File: config.mk
export PLATFORM = sky130hd
export DESIGN_NAME = seg7_scan_driver
export DESIGN_NICKNAME = d
export VERILOG_FILES = /design/src/rtl/seg7_scan_driver.sv
export SDC_FILE = /design/constraint.sdc
export NUM_CORES = 1
export LEC_CHECK = 0
export CORE_ASPECT_RATIO = 2
export CORE_MARGIN = 2
export CORE_UTILIZATION = 50
export DETAILED_ROUTE_END_ITERATION = 12
export GPL_TIMING_DRIVEN = 0
export PLACE_DENSITY_LB_ADDON = 0.08
export RECOVER_POWER = 25
export SYNTH_ARGS = -nofsm -noshare
export SYNTH_HDL_FRONTEND = slang
export SYNTH_SLANG_ARGS = --single-unit
File: constraint.sdc
create_clock -name clk -period 3.1 [get_ports clk]
set_input_delay 0.465 -clock clk [delete_from_list [all_inputs] [get_ports clk]]
set_output_delay 0.465 -clock clk [all_outputs]
set_load 0.005 [all_outputs]
File: src/rtl/seg7_scan_driver.sv
// rtl/seg7_scan_driver.sv - multiplexed common-anode 7-segment scan driver (option: SEG7_LEADING_ZERO_BLANK_EN)
module seg7_scan_driver #(
  parameter int NUM_DIGITS   = 4,
  parameter int REFRESH_DIV  = 1000,
  parameter int BLANK_CYCLES = 8
) (
  input  logic                    clk,
  input  logic                    reset,
  input  logic                    enable,
  input  logic                    load,
  input  logic [4*NUM_DIGITS-1:0] value,
  input  logic [NUM_DIGITS-1:0]   dp_in,
  output logic [NUM_DIGITS-1:0]   an,
  output logic [6:0]              seg,
  output logic                    dp,
  output logic                    frame_done
);

  localparam int TMAX = (REFRESH_DIV > BLANK_CYCLES) ? REFRESH_DIV : BLANK_CYCLES;
  localparam int TW   = (TMAX > 1) ? $clog2(TMAX) : 1;
  localparam int IW   = (NUM_DIGITS > 1) ? $clog2(NUM_DIGITS) : 1;

  localparam logic [TW-1:0] SHOW_LAST  = TW'(REFRESH_DIV - 1);
  localparam logic [TW-1:0] BLANK_LAST = TW'((BLANK_CYCLES > 0) ? BLANK_CYCLES - 1 : 0);
  localparam logic [IW-1:0] LAST_IDX   = IW'(NUM_DIGITS - 1);

  typedef enum logic [1:0] {IDLE, SHOW, BLANK} state_t;

  state_t                  state, state_n;
  logic [IW-1:0]           idx, idx_n;
  logic [TW-1:0]           timer, timer_n;
  logic [4*NUM_DIGITS-1:0] pend_val, disp_val, disp_val_n;
  logic [NUM_DIGITS-1:0]   pend_dp, disp_dp, disp_dp_n;
  logic [NUM_DIGITS-1:0]   an_n;
  logic [6:0]              seg_n;
  logic                    dp_n;
  logic                    wrap;
  logic                    suppress;

  function automatic logic [6:0] hex7(input logic [3:0] h);
    case (h)
      4'h0: hex7 = 7'b1000000;
      4'h1: hex7 = 7'b1111001;
      4'h2: hex7 = 7'b0100100;
      4'h3: hex7 = 7'b0110000;
      4'h4: hex7 = 7'b0011001;
      4'h5: hex7 = 7'b0010010;
      4'h6: hex7 = 7'b0000010;
      4'h7: hex7 = 7'b1111000;
      4'h8: hex7 = 7'b0000000;
      4'h9: hex7 = 7'b0010000;
      4'hA: hex7 = 7'b0001000;
      4'hB: hex7 = 7'b0000011;
      4'hC: hex7 = 7'b1000110;
      4'hD: hex7 = 7'b0100001;
      4'hE: hex7 = 7'b0000110;
      default: hex7 = 7'b0001110;
    endcase
  endfunction

  // Next state, slot timing, display commit at the frame wrap, and the output image for the next cycle
  always_comb begin
    state_n    = state;
    idx_n      = idx;
    timer_n    = timer;
    disp_val_n = disp_val;
    disp_dp_n  = disp_dp;
    wrap       = 1'b0;
    an_n       = '1;
    seg_n      = 7'h7F;
    dp_n       = 1'b1;
    suppress   = 1'b0;

    case (state)
      IDLE: begin
        if (load) begin
          disp_val_n = value;
          disp_dp_n  = dp_in;
        end
        if (enable) begin
          state_n = SHOW;
          idx_n   = '0;
          timer_n = '0;
        end
      end
      SHOW, BLANK: begin
        if (!enable) begin
          state_n = IDLE;
          idx_n   = '0;
          timer_n = '0;
        end else if (state == SHOW && timer != SHOW_LAST) begin
          timer_n = timer + 1'b1;
        end else if (state == BLANK && timer != BLANK_LAST) begin
          timer_n = timer + 1'b1;
        end else if (state == SHOW && BLANK_CYCLES > 0) begin
          state_n = BLANK;
          timer_n = '0;
        end else begin
          // Slot finished: advance to the next digit; the last digit wraps and commits the staged value
          state_n = SHOW;
          timer_n = '0;
          if (idx == LAST_IDX) begin
            idx_n      = '0;
            wrap       = 1'b1;
            disp_val_n = load ? value : pend_val;
            disp_dp_n  = load ? dp_in : pend_dp;
          end else begin
            idx_n = idx + 1'b1;
          end
        end
      end
      default: begin
        state_n = IDLE;
        idx_n   = '0;
        timer_n = '0;
      end
    endcase

`ifdef SEG7_LEADING_ZERO_BLANK_EN
    suppress = (idx_n != '0) && !disp_dp_n[idx_n] && ((disp_val_n >> (4 * idx_n)) == '0);
`else
    suppress = 1'b0;
`endif

    if (state_n == SHOW && !suppress) begin
      an_n[idx_n] = 1'b0;
      seg_n       = hex7(disp_val_n[idx_n*4 +: 4]);
      dp_n        = ~disp_dp_n[idx_n];
    end
  end

  // State, staging/display registers and registered outputs
  always_ff @(posedge clk or posedge reset) begin
    if (reset) begin
      state      <= IDLE;
      idx        <= '0;
      timer      <= '0;
      pend_val   <= '0;
      pend_dp    <= '0;
      disp_val   <= '0;
      disp_dp    <= '0;
      an         <= '1;
      seg        <= 7'h7F;
      dp         <= 1'b1;
      frame_done <= 1'b0;
    end else begin
      state      <= state_n;
      idx        <= idx_n;
      timer      <= timer_n;
      disp_val   <= disp_val_n;
      disp_dp    <= disp_dp_n;
      an         <= an_n;
      seg        <= seg_n;
      dp         <= dp_n;
      frame_done <= wrap;
      if (load) begin
        pend_val <= value;
        pend_dp  <= dp_in;
      end
    end
  end

endmodule

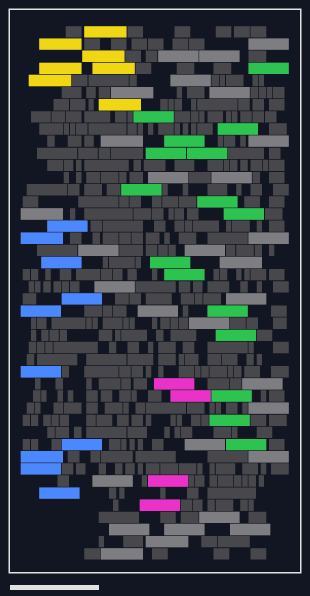
Figure 1: sequential cells grouped by signal name.
Scale bar: 20 µm. Other sequential cells in the stronger gray, the rest of the logic in the fainter gray.
Key: yellow = seg [placed flops 7]; green = disp_val [placed flops 16]; magenta = disp_dp [placed flops 4, where bottom middle]; blue = timer [placed flops 10]

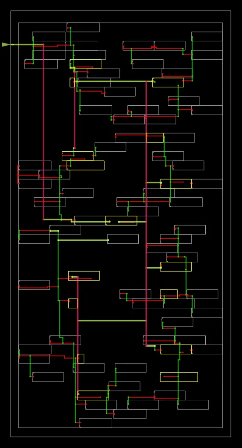
Figure 2: the clock network.
clock buffer instance count of the final layout: 12
Skew-Pair Late Insertion Delay: 0.34 ns
# clock sinks: 67
post-route clock skew: 0.00728 ns

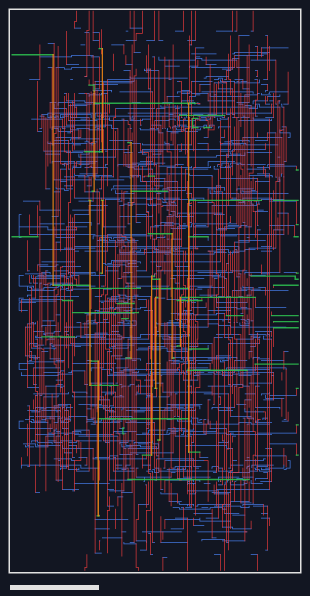
Figure 3: metal layers overlaid.
Scale bar: 20 µm.
Key: green = met3 [wire length 318 µm]; orange = met4 [wire length 452 µm]; blue = met1 [wire length 3,900 µm]; red = met2 [wire length 5,840 µm]

==> results.yml <==
# flow metrics
outcome:
  outcome: "finished, violations left"
  failing_checks: "setup timing"
yosys:
  most_used_dff_post_synth: "sky130_fd_sc_hd__dfrtp_1"
  seq_area_frac_synth: 0.455
  synth_flop_count: 67
  yosysUniqueCellTypes: 64
  synth.net_count: 409
  topCellsByArea: "sky130_fd_sc_hd__dfrtp_1, sky130_fd_sc_hd__dfstp_2, sky130_fd_sc_hd__mux2_2"
  yosys.cell_count.top_type: "sky130_fd_sc_hd__dfrtp_1"
  count_of_library_flops_with_an_enable_pin: 0
  synth_chip_area_mm2: 0.00372
  synth_top_area_share: 0.370
floorplan:
  core_region_area_mm2: 0.00721
  pin_count: 37
  placementRows: 44
  die.size.y_um: 126
  die-area_mm2: 0.00818
cells_and_area:
  most_common_logic_cells_in_the_final_layout: "sky130_fd_sc_hd__dfrtp_1, sky130_fd_sc_hd__inv_1, sky130_fd_sc_hd__buf_4"
  post_route_cells_drive_above_1_share: 0.322
  fillers: 527
  final_common_cell: "sky130_fd_sc_hd__dfrtp_1"
  layout.cell_area.non_filler_mm2: 0.00514
  antennaDiodeCount: 0
  end_of_flow_core_utilization: 0.712
  syn_to_final_growth_pct: 38.2
route:
  postRouteWirelength_mm: 10.5
  route.antenna.remaining_nets: 0
  vias: 3220
  firstDrtPassIters: 4
  avgViaCountPerCell: 5.83
worst_setup_path:
  critPathCaptureType: "register"
  critPathKind: "register to register"
  crit_path_max_fanout: 9
placed_design:
  port_buffers: 36
  place.gp.congestion: 0.901
timing:
  timing.slew.headroom: 0.160
  finalSetupViolations: 5
  fin_worst_hold_slack_ns: 0.489
  finalSetupTns_ns: -0.369
  layout_setup_ws_ns: -0.122
  fin_crit_sh: 1.04
  unrepaired_setup_endpoints_after_global_routing: "true"
  post-route-min-period_ns: 3.22
clocking:
  tritoncts.num_buffers: 9
  cts_max_level: 3
global_routing:
  grt_start_max_net_pins: 39
  grt.overflow.total: 0
  grt_pass1_wl_mm: 16.8
pwr:
  p_comb_frac: 0.521
  cellLeakagePower_nw: 2.25
  power.density_cell_area_mw_per_mm2: 972
flow_run:
  max-cap-violations: 0
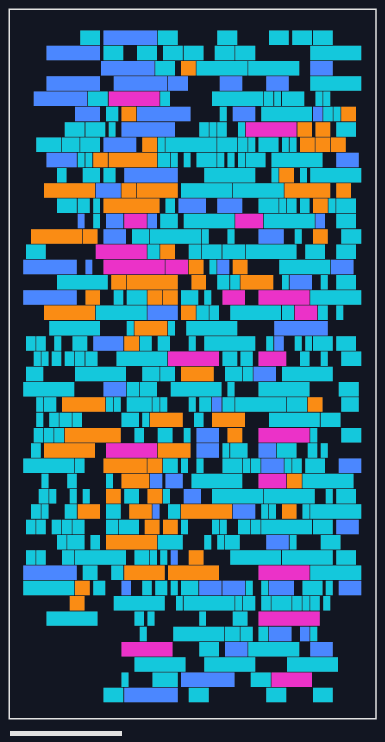
Figure 4: cells by drive strength.
Scale bar: 20 µm.
Key: blue = drive 2 [cells 66, share 14%, most used mux2_2]; orange = drive 3 to 4 [cells 63, share 14%, most used buf_4]; cyan = drive 1 or less [cells 312, share 68%, most used dfrtp_1]; magenta = drive 6 and up [cells 19, share 4.1%, most used clkbuf_16]

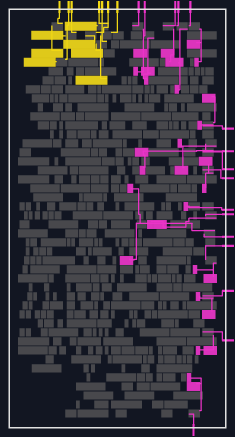
Figure 5: wires at chosen ports, followed through buffers.
Key: yellow = seg [direction output, end cells 7, buffers 7, wire 101 µm]; magenta = value [direction input, end cells 31, buffers 16, wire 394 µm]

## worst max-delay path, stage by stage, from the launching register on
cell,delay [ns]
sky130_fd_sc_hd__dfrtp_2,0.42
sky130_fd_sc_hd__inv_2,0.09
sky130_fd_sc_hd__ha_4,0.21
sky130_fd_sc_hd__nor2b_1,0.18
sky130_fd_sc_hd__or3_4,0.38
sky130_fd_sc_hd__o211a_1,0.26
sky130_fd_sc_hd__o2111ai_2,0.42
sky130_fd_sc_hd__o22ai_2,0.17
sky130_fd_sc_hd__a21oi_2,0.25
sky130_fd_sc_hd__inv_2,0.14
sky130_fd_sc_hd__ha_2,0.21
sky130_fd_sc_hd__mux2_2,0.26
sky130_fd_sc_hd__o21ai_2,0.15
## metrics by stage
stage,setup slack (ns),power [mW],std cells
floorplan,0.00503,2.52,373
CTS,-0.114,4.75,544
finish,-0.122,5.00,552
detailed placement,-1.46,3.07,502
global placement,-1.39,3.00,501
global route,-0.222,5.26,552
## cell type report
cell class	count	area share
clock buffer	12	0.0499
clock inverter	4	0.0141
buffer	14	0.0200
sequential	67	0.330
timing repair buffer	74	0.128
multi-input combinational	243	0.402
inverter	46	0.0336
tap	92	0.0224
## kinds of logic (layout without fill, tap and decap cells)
kind of cell / after synthesis / after routing / share of synthesized area
AND-OR/OR-AND: 106 / 106 / 0.208
XOR/XNOR: 1 / 1 / 0.00236
adder cells (fa/ha/maj): 12 / 12 / 0.0404
buffers and inverters: 63 / 150 / 0.0720
flip-flops: 67 / 67 / 0.455
multiplexers: 28 / 28 / 0.0824
AND/OR/NAND/NOR: 96 / 96 / 0.140
## sequential cells by signal, summed over array words and instances, names as in the netlist
| name | count |
|---|---|
| an | 4 |
| disp_dp | 4 |
| disp_val | 16 |
| dp | 1 |
| frame_done | 1 |
| idx | 2 |
| pend_dp | 4 |
| pend_val | 16 |
| seg | 7 |
| state | 2 |
| timer | 10 |
## power groups by stage
stage	logic, mW	registers, mW	clock network (mW)
4_1_cts	2.35	1.26	1.14
2_1_floorplan	1.27	1.25	0
6_report	2.60	1.27	1.12
3_3_place_gp	1.74	1.26	0
5_1_grt	2.78	1.30	1.18
3_5_place_dp	1.79	1.28	0
## path summary, 6_finish.rpt
kind,slack [ns],cells after the start,endpoint,startpoint
worst min register to register,0.49,1,pend_val[14],pend_val[14]
max in group asynchronous,1.30,3,seg[0],reset
worst max-delay path,-0.12,12,seg[4],state[0]
worst min-delay path,0.49,1,pend_val[14],pend_val[14]
min in group asynchronous,0.91,2,state[1],reset
worst max register to register,-0.12,12,seg[4],state[0]
## per-layer routing
layer / global-route usage / part of all wire / vias up
met5: 0 / 0 / -
met4: 0.145 / 0.043 / 0
met3: 0.0527 / 0.030 / 33
met2: 0.492 / 0.56 / 78
met1: 0.290 / 0.37 / 1593
li1: - / - / 1516
## what timing repair did
item / CTS / global route
gates cloned: 1 / 0
pin swaps: 23 / 6
setup buffers: 27 / 9
setup endpoints to repair: 12 / 7
gates resized: 49 / 21
Power is estimated from default activity; no workload was simulated.
